`config.mk`:
```
export PLATFORM = sky130hd
export DESIGN_NAME = audio_env_pwm
export DESIGN_NICKNAME = d
export VERILOG_FILES = /design/src/rtl/audio_env_pwm.sv
export SDC_FILE = /design/constraint.sdc
export NUM_CORES = 1
export LEC_CHECK = 0
export CAP_MARGIN = 10
export CORE_AREA = 2 2 78 87
export CTS_CLUSTER_DIAMETER = 60
export DETAILED_ROUTE_END_ITERATION = 10
export DIE_AREA = 0 0 80 89
export SLEW_MARGIN = 30
export SYNTH_ARGS = -nofsm -noshare
export SYNTH_HDL_FRONTEND = slang
export SYNTH_SLANG_ARGS = --single-unit
```
`constraint.sdc`:
```
create_clock -name i_Clk -period 4.6 [get_ports i_Clk]
set_input_delay 0.69 -clock i_Clk [delete_from_list [all_inputs] [get_ports i_Clk]]
set_output_delay 0.69 -clock i_Clk [all_outputs]
set_load 0.03 [all_outputs]
```
`src/rtl/audio_env_pwm.sv`:
```
// ADSR envelope on a 1-bit generator stream, PWM-gated to the audio pin, with envelope status.
// Latency: i_Snd to o_Out is 2 cycles; state and level update on the same edge.
// Backpressure: none; free-running stream sink with no stall path.
module audio_env_pwm #(
    parameter int TICK_DIV      = 25000,
    parameter int ATTACK_STEP   = 8,
    parameter int DECAY_STEP    = 4,
    parameter int SUSTAIN_LEVEL = 160,
    parameter int RELEASE_STEP  = 2
) (
    input  logic       i_Clk,
    input  logic       i_Reset,
    input  logic       i_Gate,
    input  logic       i_Snd,
    output logic       o_Out,
    output logic [7:0] o_Level,
    output logic [2:0] o_State,
    output logic       o_Busy
);

    typedef enum logic [2:0] {
        IDLE    = 3'd0,
        ATTACK  = 3'd1,
        DECAY   = 3'd2,
        SUSTAIN = 3'd3,
        RELEASE = 3'd4
    } state_t;

    localparam int TW = (TICK_DIV > 2) ? $clog2(TICK_DIV) : 1;

    state_t        state_q, state_d;
    logic [7:0]    level_q, level_d;
    logic [TW-1:0] tick_cnt;
    logic          tick;
    logic [7:0]    pwm_cnt;
    logic          r_snd;

    logic [8:0]    atk_sum;
    logic [7:0]    atk_lvl, dec_lvl, rel_lvl;

    assign tick = (tick_cnt == TW'(TICK_DIV - 1));

    always_ff @(posedge i_Clk) begin
        if (i_Reset) tick_cnt <= '0;
        else if (tick) tick_cnt <= '0;
        else tick_cnt <= tick_cnt + TW'(1);
    end

    // Saturating level arithmetic in 9 bits so the clamps never see a wrapped value.
    always_comb begin
        atk_sum = {1'b0, level_q} + 9'(ATTACK_STEP);
        atk_lvl = (atk_sum > 9'd255) ? 8'd255 : atk_sum[7:0];
        dec_lvl = ({1'b0, level_q} >= (9'(DECAY_STEP) + 9'(SUSTAIN_LEVEL)))
                  ? (level_q - 8'(DECAY_STEP)) : 8'(SUSTAIN_LEVEL);
        rel_lvl = ({1'b0, level_q} > 9'(RELEASE_STEP))
                  ? (level_q - 8'(RELEASE_STEP)) : 8'd0;
    end

    // Gate changes win over a coincident tick; level holds on that edge.
    always_comb begin
        state_d = state_q;
        level_d = level_q;
        case (state_q)
            IDLE: begin
                if (i_Gate) state_d = ATTACK;
            end
            ATTACK: begin
                if (!i_Gate) state_d = RELEASE;
                else if (tick) begin
                    level_d = atk_lvl;
                    if (atk_lvl == 8'd255) state_d = DECAY;
                end
            end
            DECAY: begin
                if (!i_Gate) state_d = RELEASE;
                else if (tick) begin
                    level_d = dec_lvl;
                    if (dec_lvl == 8'(SUSTAIN_LEVEL)) state_d = SUSTAIN;
                end
            end
            SUSTAIN: begin
                if (!i_Gate) state_d = RELEASE;
            end
            RELEASE: begin
                if (i_Gate) state_d = ATTACK;
                else if (tick) begin
                    level_d = rel_lvl;
                    if (rel_lvl == 8'd0) state_d = IDLE;
                end
            end
            default: begin
                state_d = IDLE;
                level_d = 8'd0;
            end
        endcase
    end

    always_ff @(posedge i_Clk) begin
        if (i_Reset) begin
            state_q <= IDLE;
            level_q <= 8'd0;
        end else begin
            state_q <= state_d;
            level_q <= level_d;
        end
    end

    always_ff @(posedge i_Clk) begin
        if (i_Reset) begin
            pwm_cnt <= 8'd0;
            r_snd   <= 1'b0;
            o_Out   <= 1'b0;
        end else begin
            pwm_cnt <= pwm_cnt + 8'd1;
            r_snd   <= i_Snd;
            o_Out   <= r_snd & (pwm_cnt < level_q);
        end
    end

    assign o_Level = level_q;
    assign o_State = state_q;
    assign o_Busy  = (state_q != IDLE);

endmodule

```
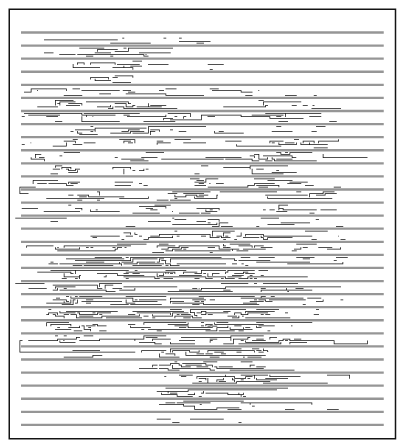
Run 1: the metal 1 layer
Supply wires on this layer in gray.
The layer carries 2,700 um of wire. The longest straight run is 25.3 um. The wires run mostly horizontal.

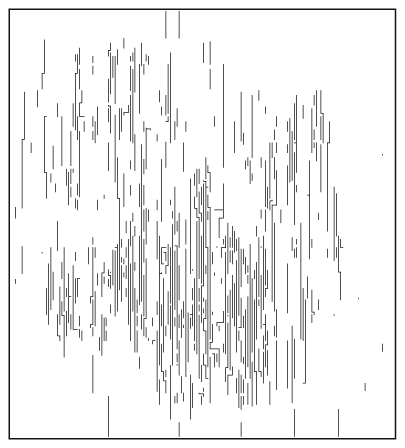
Run 1: the metal 2 layer
256 nets have wire on it. The longest straight run is 32.6 um. The layer holds 46% of the routed length. The layer carries 2,590 um of wire.

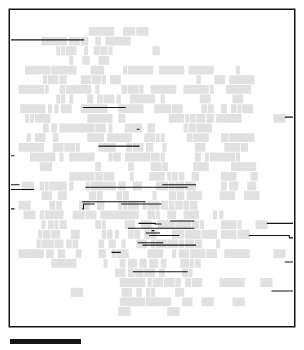
Run 1: the metal 3 layer
Bar = 20 um.
The layer holds 4.2% of the routed length. The layer carries 236 um of wire. 21 nets have wire on it. The wires run mostly horizontal. The longest straight run is 28.5 um.

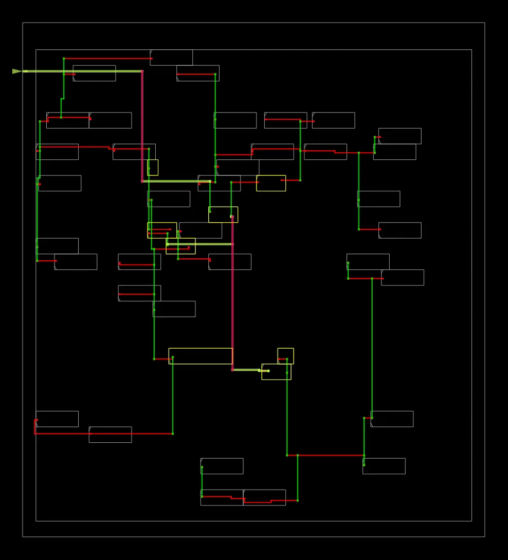
Run 1: the clock network
clock distribution power: 282 uW
sequential cells: 36
CLK BUF: 5

==> tab_implementation.tex, run 1 <==
% Synthesis and place-and-route results
\begin{tabular}{lr}
\hline
Metric & Value \\
\hline
\multicolumn{2}{l}{\textbf{Run status}} \\
Outcome & completed \\
\multicolumn{2}{l}{\textbf{Worst hold path}} \\
Worst Hold Path Cells & 1 \\
Worst Hold Class & reg2reg \\
Startpoint of the lowest-slack hold path & pwm\_cnt[0] \\
Endpoint, Worst Hold & pwm\_cnt[0] \\
\multicolumn{2}{l}{\textbf{Place}} \\
Buffers added on ports & 16 \\
Post-detailed-placement cell area & approximately 0.0026 mm\^{}2 \\
Placed wire-length estimate & 4.06 mm \\
Routability cong. & 0.936 \\
\multicolumn{2}{l}{\textbf{Synth}} \\
Count of flip-flops with a built-in enable after synthesis & 0 \\
Number of instances in the synthesized netlist & between 200 and 300 \\
Async set-reset flop share out of synthesis & 0 \\
Register bit total from synthesis & 36 \\
Cell variety after synth & 59 \\
Yosys warning total & 0 \\
Synth Area per Inst & 8.24 um\^{}2 \\
Syn nets & $\sim$320 \\
Post-synthesis cell area & 0.00242 mm\^{}2 \\
Ys cells & 294 \\
\multicolumn{2}{l}{\textbf{Final timing}} \\
Minimum clock period & 2.86 ns \\
RSZ-0062 raised after global routing & no \\
Setup TNS Final & 0 ns \\
Setup skew after layout & 0.00430 ns \\
Max Fclk & 349 MHz \\
Ratio of final minimum period to clock period & 0.623 \\
Worst-Margin Slew & 0.747 ns \\
Minimum setup slack in the final design & 1.74 ns \\
Worst hold margin & 0.457 ns \\
Max-slew violations & 0 \\
Final-report setup violation count & 0 \\
Hold violation total from the final report & 0 \\
\multicolumn{2}{l}{\textbf{Global routing}} \\
Most congested layer reported by global routing & met2 \\
First-pass GRT wire length & 9.40 mm \\
Maximum number of pins on one net before global-route repair & 21 \\
Number of antenna violations at the first check in global routing & 0 \\
Met1 track demand over resource in global routing & 0.227 \\
Overall Global Routing Usage & 0.166 \\
Final global-route overflow total & 0 \\
\multicolumn{2}{l}{\textbf{Pwr}} \\
Combinational fraction of design power & 0.251 \\
Net Sw Frac & 0.319 \\
Pwr dens & 309 mW/mm\^{}2 \\
Power spent charging and discharging nets & 267 uW \\
Internal portion of total power & approximately 570 uW \\
Seq pwr share & 0.411 \\
Pwr Total & around 840 uW \\
Worst ir drop on vdd & $\sim$0.23 mV \\
Clk network pwr share & 0.338 \\
Static leakage & 0.000969 uW \\
\multicolumn{2}{l}{\textbf{Critical path}} \\
Peak fanout along the critical path & 13 \\
Longest individual stage delay on the worst path & 0.62 ns \\
Cell at the slowest stage of the critical path & dfxtp\_1 \\
CP startpoint kind & flip-flop \\
Crit path buffers/inverters & 1 \\
Crit path required time & $\sim$4.8 ns \\
Crit end category & flip-flop \\
Worst-path cell chain & inv\_1 > ha\_1 > and3\_1 > nor4\_1 > maj3\_1 > nand2\_1 > a41o\_1 > or4\_1 > a21oi\_1 \\
Last element of the critical path & o\_State[0] \\
Logic depth of the worst path, buffers included & 9 \\
FF-to-FF setup slack & between 1.5 and 2 ns \\
\multicolumn{2}{l}{\textbf{Die}} \\
Initial cell density of the core & 0.394 \\
Die width & $\sim$80 um \\
Core Rows & 30 \\
Die ar. & around 0.007 mm\^{}2 \\
\multicolumn{2}{l}{\textbf{Flow run}} \\
Total tool warning count & 32 \\
Number of maximum-capacitance constraint violations & 0 \\
\multicolumn{2}{l}{\textbf{Clocking}} \\
Clock latency at the later pin of the worst-skew pair & $\sim$0.29 ns \\
Maximum buffer depth of the clock tree & 2 \\
Count of clock tree sinks & 36 \\
CTS tree & done \\
CTS Hold Buffers Added & 0 \\
Post\_cts resized & 0 \\
Cts bufs inserted & 5 \\
Clock tree root driver cell & clkbuf\_8 \\
Clk slew on worst S/H paths & 0.08 ns \\
\multicolumn{2}{l}{\textbf{Cells and area}} \\
Fraction of layout instances using a drive strength above 1 & 0.0590 \\
Area delta synth->final & 11.8\% \\
Fin util & 0.440 \\
Final standard cell count with taps included and fillers excluded & around 390 \\
\multicolumn{2}{l}{\textbf{Routing}} \\
Routed wire per std cell & 14.5 um \\
Number of remaining DRC errors & 0 \\
Via count of the routed design & 2,071 \\
Iteration-0 DRC count of the detailed router & 167 \\
Number of search-and-repair iterations in the first detailed-routing pass & 4 \\
Wirelength, routed & 5.58 mm \\
Vias per inst & about 5.4 \\
\hline
\end{tabular}
-- run 1: power by group through the flow --
| stage | logic [uW] | registers, uW | clock network, uW |
|---|---|---|---|
| 6_report | 210 | 344 | 282 |
| 5_1_grt | 229 | 347 | 302 |
| 4_1_cts | 211 | 344 | 293 |
| 3_5_place_dp | 209 | 352 | 0 |
| 3_3_place_gp | 210 | 352 | 0 |
| 2_1_floorplan | 138 | 361 | 0 |
-- run 1: Yosys cell counts, types with 6 or more instances --
master     n  area (um^2)
nand2_1   24         90.1
nand2b_1   6         37.5
nand3_1   15         75.1
xnor2_1   11         96.3
xor2_1    12          105
clkbuf_1   6         22.5
nor2_1    34          128
inv_1     13         48.8
a21oi_1   15         75.1
nor2b_1    6         37.5
dfxtp_1   36          721
o21ai_0   15         75.1
ha_1      18          225
-- run 1: routing by layer --
layer,routed length (um),up-vias
met5,0,-
met4,53,0
met3,236,7
met2,2590,42
met1,2700,956
li1,-,1066
-- run 1: cell families after synthesis --
logic type                 after synthesis  synth area share
buffers and inverters                   26            0.0558
adders and majority gates               20             0.101
xor gates and xnor gates                23            0.0831
and+or+nand+nor                        120             0.264
AOI/OAI and AO/OA                       68             0.194
muxes                                    1           0.00413
DFF                                     36             0.297
-- run 1: flip-flops by register name (all words and copies together), names as in the netlist --
signal	flops
tick_cnt	15
o_Level	8
pwm_cnt	8
o_State	3
o_Out	1
r_snd	1
-- run 1: cell type report --
cell class	count	area [um^2]
fillers	632	3450
multi-input cells	232	1570
flip-flops and latches	36	721
repair buffers	16	160
well taps	80	100
clock buffers	5	68.8
inverters	13	48.8
clock inverters	3	42.5
--- run 2 (diff from run 1) ---
==> constraint.sdc (replaced) <==
create_clock -name i_Clk -period 2.8 [get_ports i_Clk]
set_input_delay 0.42 -clock i_Clk [delete_from_list [all_inputs] [get_ports i_Clk]]
set_output_delay 0.42 -clock i_Clk [all_outputs]
set_load 0.03 [all_outputs]
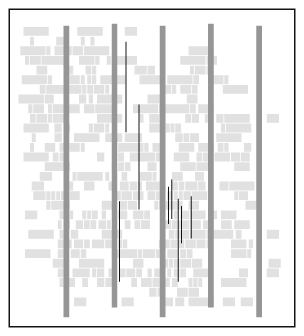
Run 2: metal 4
Supply wires on this layer in gray.
8 nets have wire on it. The wires run mostly vertical. The layer carries 143 um of wire.

==> run 2 against run 1 <==
Compared with the run above: sequential power grew 65%; fmax increased by 12%; sequential share of layout area shrank 0.44 points; area after synthesis is the same; cell count grew 2.6%; via count grew 4.0%; register-to-register slack worse by 1.5 ns; global-route usage grew 0.72 points; count of clock-buffer cells in the layout grew 2; critical endpoint unchanged.
==> tab_implementation.tex, run 2 <==
% Synthesis and place-and-route results
\begin{tabular}{lr}
\hline
Metric & Value \\
\hline
\multicolumn{2}{l}{\textbf{Clocking}} \\
Cts bufs inserted & 5 (unchanged) \\
Clk slew on worst S/H paths & 0.07 ns (about the same) \\
CTS Hold Buffers Added & 0 (unchanged) \\
Clock tree root driver cell & clkbuf\_8 \\
Count of clock tree sinks & 36 (unchanged) \\
\multicolumn{2}{l}{\textbf{Place}} \\
Placed wire-length estimate & 4.26 mm (+5.0\%) \\
Post-detailed-placement cell area & 0.00267 mm\^{}2 (+2.9\%) \\
Routability cong. & 0.919 (-1.8\%) \\
\multicolumn{2}{l}{\textbf{Cells and area}} \\
Number of flip-flops in the largest register & 15 (unchanged) \\
Fin util & 0.448 (+0.00813) \\
Fraction of layout instances using a drive strength above 1 & 0.0857 (+0.0267) \\
Area delta synth->final & 13.8\% \\
\multicolumn{2}{l}{\textbf{Worst hold path}} \\
Worst Hold Class & reg2reg \\
\multicolumn{2}{l}{\textbf{Final timing}} \\
RSZ-0062 raised after global routing & no \\
Max-slew violations & 0 (unchanged) \\
Minimum setup slack in the final design & 0.236 ns (-1.50 ns) \\
Final-report setup violation count & 0 (unchanged) \\
\multicolumn{2}{l}{\textbf{Synth}} \\
Count of flip-flops with a built-in enable after synthesis & 0 (unchanged) \\
Number of instances in the synthesized netlist & 294 (unchanged) \\
Basic-gate share of the synthesized area counting and, or, nand and nor cells & 0.264 (unchanged) \\
Most used standard cells in the synthesized netlist & dfxtp\_1, nor2\_1, nand2\_1 \\
Synth top cell by count & dfxtp\_1 \\
Syn nets & 316 (unchanged) \\
Async set-reset flop share out of synthesis & 0 (unchanged) \\
Yosys warning total & 0 (unchanged) \\
Main area contributors & dfxtp\_1, ha\_1, nor2\_1 \\
Area leader, netlist & dfxtp\_1 \\
\multicolumn{2}{l}{\textbf{Routing}} \\
Number of remaining DRC errors & 0 (unchanged) \\
WL met2 & 2.59 mm (+0.19\%) \\
Number of search-and-repair iterations in the first detailed-routing pass & 5 (+1) \\
Detailed route wirelength on metal3 & 276 um (+17\%) \\
Via count of the routed design & 2,154 (+4.0\%) \\
\multicolumn{2}{l}{\textbf{Die}} \\
Die ar. & 0.00712 mm\^{}2 (unchanged) \\
Die width & 80 um (unchanged) \\
\multicolumn{2}{l}{\textbf{Critical path}} \\
CP startpoint kind & flip-flop \\
Peak fanout along the critical path & 6 (-7) \\
\multicolumn{2}{l}{\textbf{Run status}} \\
Outcome & completed \\
\multicolumn{2}{l}{\textbf{Global routing}} \\
First-pass GRT wire length & 9.76 mm (+3.9\%) \\
\hline
\end{tabular}
run 2: cell types whose count changed in the layout (fill, tap and decap cells not counted):
cell	before	now
clkinv_2	1	0
clkbuf_1	0	2
bufinv_16	1	0
dfxtp_2	0	1
clkinv_4	0	1
dfxtp_1	36	35
clkinvlp_4	1	0
buf_4	0	10
run 2: timing repair:
action,CTS,global route
setup endpoints to repair,0,1
gates resized,0,1
setup buffers,0,0
run 2: worst min path at each step:
stage,endpoint,slack (ns),cells past startpoint
after global placement,pwm_cnt[0],0.44,1
final,pwm_cnt[0],0.46,1
after CTS,pwm_cnt[0],0.46,1
after detailed placement,pwm_cnt[0],0.45,1
after floorplan,pwm_cnt[0],0.42,1
after global routing,pwm_cnt[0],0.48,1
run 2: kinds of logic (layout without fill, tap and decap cells):
kind of cell	Yosys count	after routing
compound gates	68	68
xor+xnor	23	23
fa+ha+maj	20	20
buf+inv	26	47
flops	36	36
mux	1	1
simple gates	120	120
run 2: worst max-delay path, stage by stage (launching register included):
cell,delay (ns)
dfxtp_1,0.33
or4_4,0.54
nor4_4,0.44
o221ai_2,0.14
o2bb2ai_1,0.16
a41o_1,0.24
or4_1,0.50
a21oi_1,0.13
run 2: layout make-up:
cell class,instances,area [um^2],share of cell area
Clock buffer,7,76.3,0.0277
Clock inverter,1,8.76,0.00317
Tap cell,80,100,0.0363
Sequential cell,36,722,0.262
Timing Repair Buffer,26,235,0.0853
Multi-Input combinational cell,232,1570,0.568
Inverter,13,48.8,0.0177
run 2: power breakdown:
group	internal, uW	total, uW	switching [uW]
sequential	534	567	33.8
combinational	139	335	196
clock	178	368	190
total	851	1270	419
--- run 3 (diff from run 2) ---
--- a/config.mk
+++ b/config.mk
@@ -10,6 +10,7 @@
 export CTS_CLUSTER_DIAMETER = 60
 export DETAILED_ROUTE_END_ITERATION = 10
 export DIE_AREA = 0 0 80 89
+export HOLD_SLACK_MARGIN = 0.1
 export SLEW_MARGIN = 30
 export SYNTH_ARGS = -nofsm -noshare
 export SYNTH_HDL_FRONTEND = slang
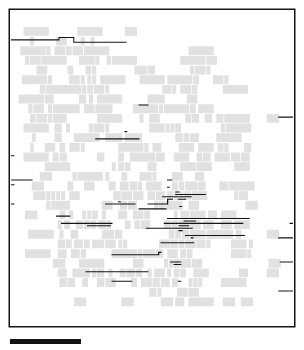
Run 3: the metal 3 layer
Bar = 20 um.
The longest straight run is 23.0 um. The wires run mostly horizontal. The layer holds 4.9% of the routed length.

==> run 3 against run 2 <==
Compared with the run above: non-clock buffer count stayed put; critical path depth stayed put; sequential share of layout area stayed put; critical endpoint unchanged; largest power group unchanged; highest routed layer unchanged.
==> tab_implementation.tex, run 3 <==
% Synthesis and place-and-route results
\begin{tabular}{lr}
\hline
Metric & Value \\
\hline
\multicolumn{2}{l}{\textbf{Cells and area}} \\
Fraction of layout instances using a drive strength above 1 & 0.0857 (unchanged) \\
Number of flip-flops in the largest register & 15 (unchanged) \\
Sequential cell area in the final layout & 722 um\^{}2 (unchanged) \\
Area delta synth->final & 13.8\% (unchanged) \\
Area occupied by multi-input gates & 0.00157 mm\^{}2 (unchanged) \\
\multicolumn{2}{l}{\textbf{Pwr}} \\
Clock distribution power & 368 uW (about the same) \\
Net Sw Frac & 0.330 (unchanged) \\
Reported sequential group power & 567 uW (about the same) \\
Combinational logic power & 335 uW (about the same) \\
Max power group & sequential cells \\
Seq pwr share & 0.447 (about the same) \\
Combinational fraction of design power & 0.264 (about the same) \\
Power spent charging and discharging nets & 419 uW (unchanged) \\
Internal portion of total power & 851 uW (unchanged) \\
\multicolumn{2}{l}{\textbf{Final timing}} \\
Minimum setup slack in the final design & 0.236 ns (unchanged) \\
Max-slew violations & 0 (unchanged) \\
Final-report setup violation count & 0 (unchanged) \\
RSZ-0062 raised after global routing & no \\
\multicolumn{2}{l}{\textbf{Synth}} \\
Syn nets & 316 (unchanged) \\
Async set-reset flop share out of synthesis & 0 (unchanged) \\
Most used standard cells in the synthesized netlist & dfxtp\_1, nor2\_1, nand2\_1 \\
Number of instances in the synthesized netlist & 294 (unchanged) \\
Area leader, netlist & dfxtp\_1 \\
Count of flip-flops with a built-in enable after synthesis & 0 (unchanged) \\
\multicolumn{2}{l}{\textbf{Critical path}} \\
CP startpoint kind & flip-flop \\
\multicolumn{2}{l}{\textbf{Die}} \\
Die width & 80 um (unchanged) \\
Die ar. & 0.00712 mm\^{}2 (unchanged) \\
\multicolumn{2}{l}{\textbf{Routing}} \\
Detailed route wirelength on metal3 & 276 um (unchanged) \\
Number of search-and-repair iterations in the first detailed-routing pass & 5 (unchanged) \\
Number of remaining DRC errors & 0 (unchanged) \\
\multicolumn{2}{l}{\textbf{Clocking}} \\
Clk slew on worst S/H paths & 0.07 ns (about the same) \\
Total setup buffers inserted after CTS & 0 (unchanged) \\
Cts bufs inserted & 5 (unchanged) \\
CTS Hold Buffers Added & 0 (unchanged) \\
Clock tree root driver cell & clkbuf\_8 \\
\multicolumn{2}{l}{\textbf{Worst hold path}} \\
Worst Hold Class & reg2reg \\
Endpoint, Worst Hold & pwm\_cnt[0] \\
\multicolumn{2}{l}{\textbf{Run status}} \\
Outcome & completed \\
\multicolumn{2}{l}{\textbf{Place}} \\
Placed wire-length estimate & 4.26 mm (unchanged) \\
Routability cong. & 0.919 (unchanged) \\
\hline
\end{tabular}
[run 3: final cells by class]
type                    count  share of cell area
clock inverters             1             0.00317
repair buffers             26              0.0853
multi-input cells         232               0.568
well taps                  80              0.0363
flip-flops and latches     36               0.262
clock buffers               7              0.0277
inverters                  13              0.0177
[run 3: critical path, stage by stage, from the launching register on]
cell,delay (ns)
dfxtp_1,0.33
or4_4,0.54
nor4_4,0.44
o221ai_2,0.14
o2bb2ai_1,0.16
a41o_1,0.24
or4_1,0.50
a21oi_1,0.13
[run 3: repair_timing]
item                                    4_1_cts  5_1_grt
endpoints found under the setup margin        0        1
resized                                       0        1
endpoints found under the hold margin         0        0
[run 3: kinds of logic (layout without fill, tap and decap cells)]
family          Yosys count  in the layout
simple gates            120            120
compound gates           68             68
flops                    36             36
xor+xnor                 23             23
mux                       1              1
fa+ha+maj                20             20
buf+inv                  26             47
[run 3: how the worst max path moves through the flow]
stage	startpoint	end	cells after the start	slack, ns
after detailed placement	o_Level[4]	o_State[0]	9	0.23
final	tick_cnt[10]	o_State[0]	7	0.24
after CTS	o_Level[4]	o_State[0]	9	0.23
after global placement	tick_cnt[10]	o_State[0]	7	0.26
after global routing	o_Level[3]	o_State[0]	9	0.01
after floorplan	o_Level[3]	o_State[0]	10	0.007
[run 3: stage by stage]
step                      power (uW)  hold slack, ns  cells  instance area [um^2]   util
after detailed placement         913           0.449    387                  2670  0.434
final                           1270           0.457    395                  2760  0.448
after floorplan                  820           0.421    294                  2420      -
after global placement           914           0.441    387                  2670  0.434
after CTS                       1290           0.465    395                  2760  0.448
after global routing            1350           0.482    395                  2760  0.448
[run 3: per-layer routing]
layer	GRT usage	vias up
met4	0.0647	0
met1	0.236	981
met5	0	-
met2	0.280	68
li1	-	1088
met3	0.0232	17
Power and IR drop assume default switching activity.
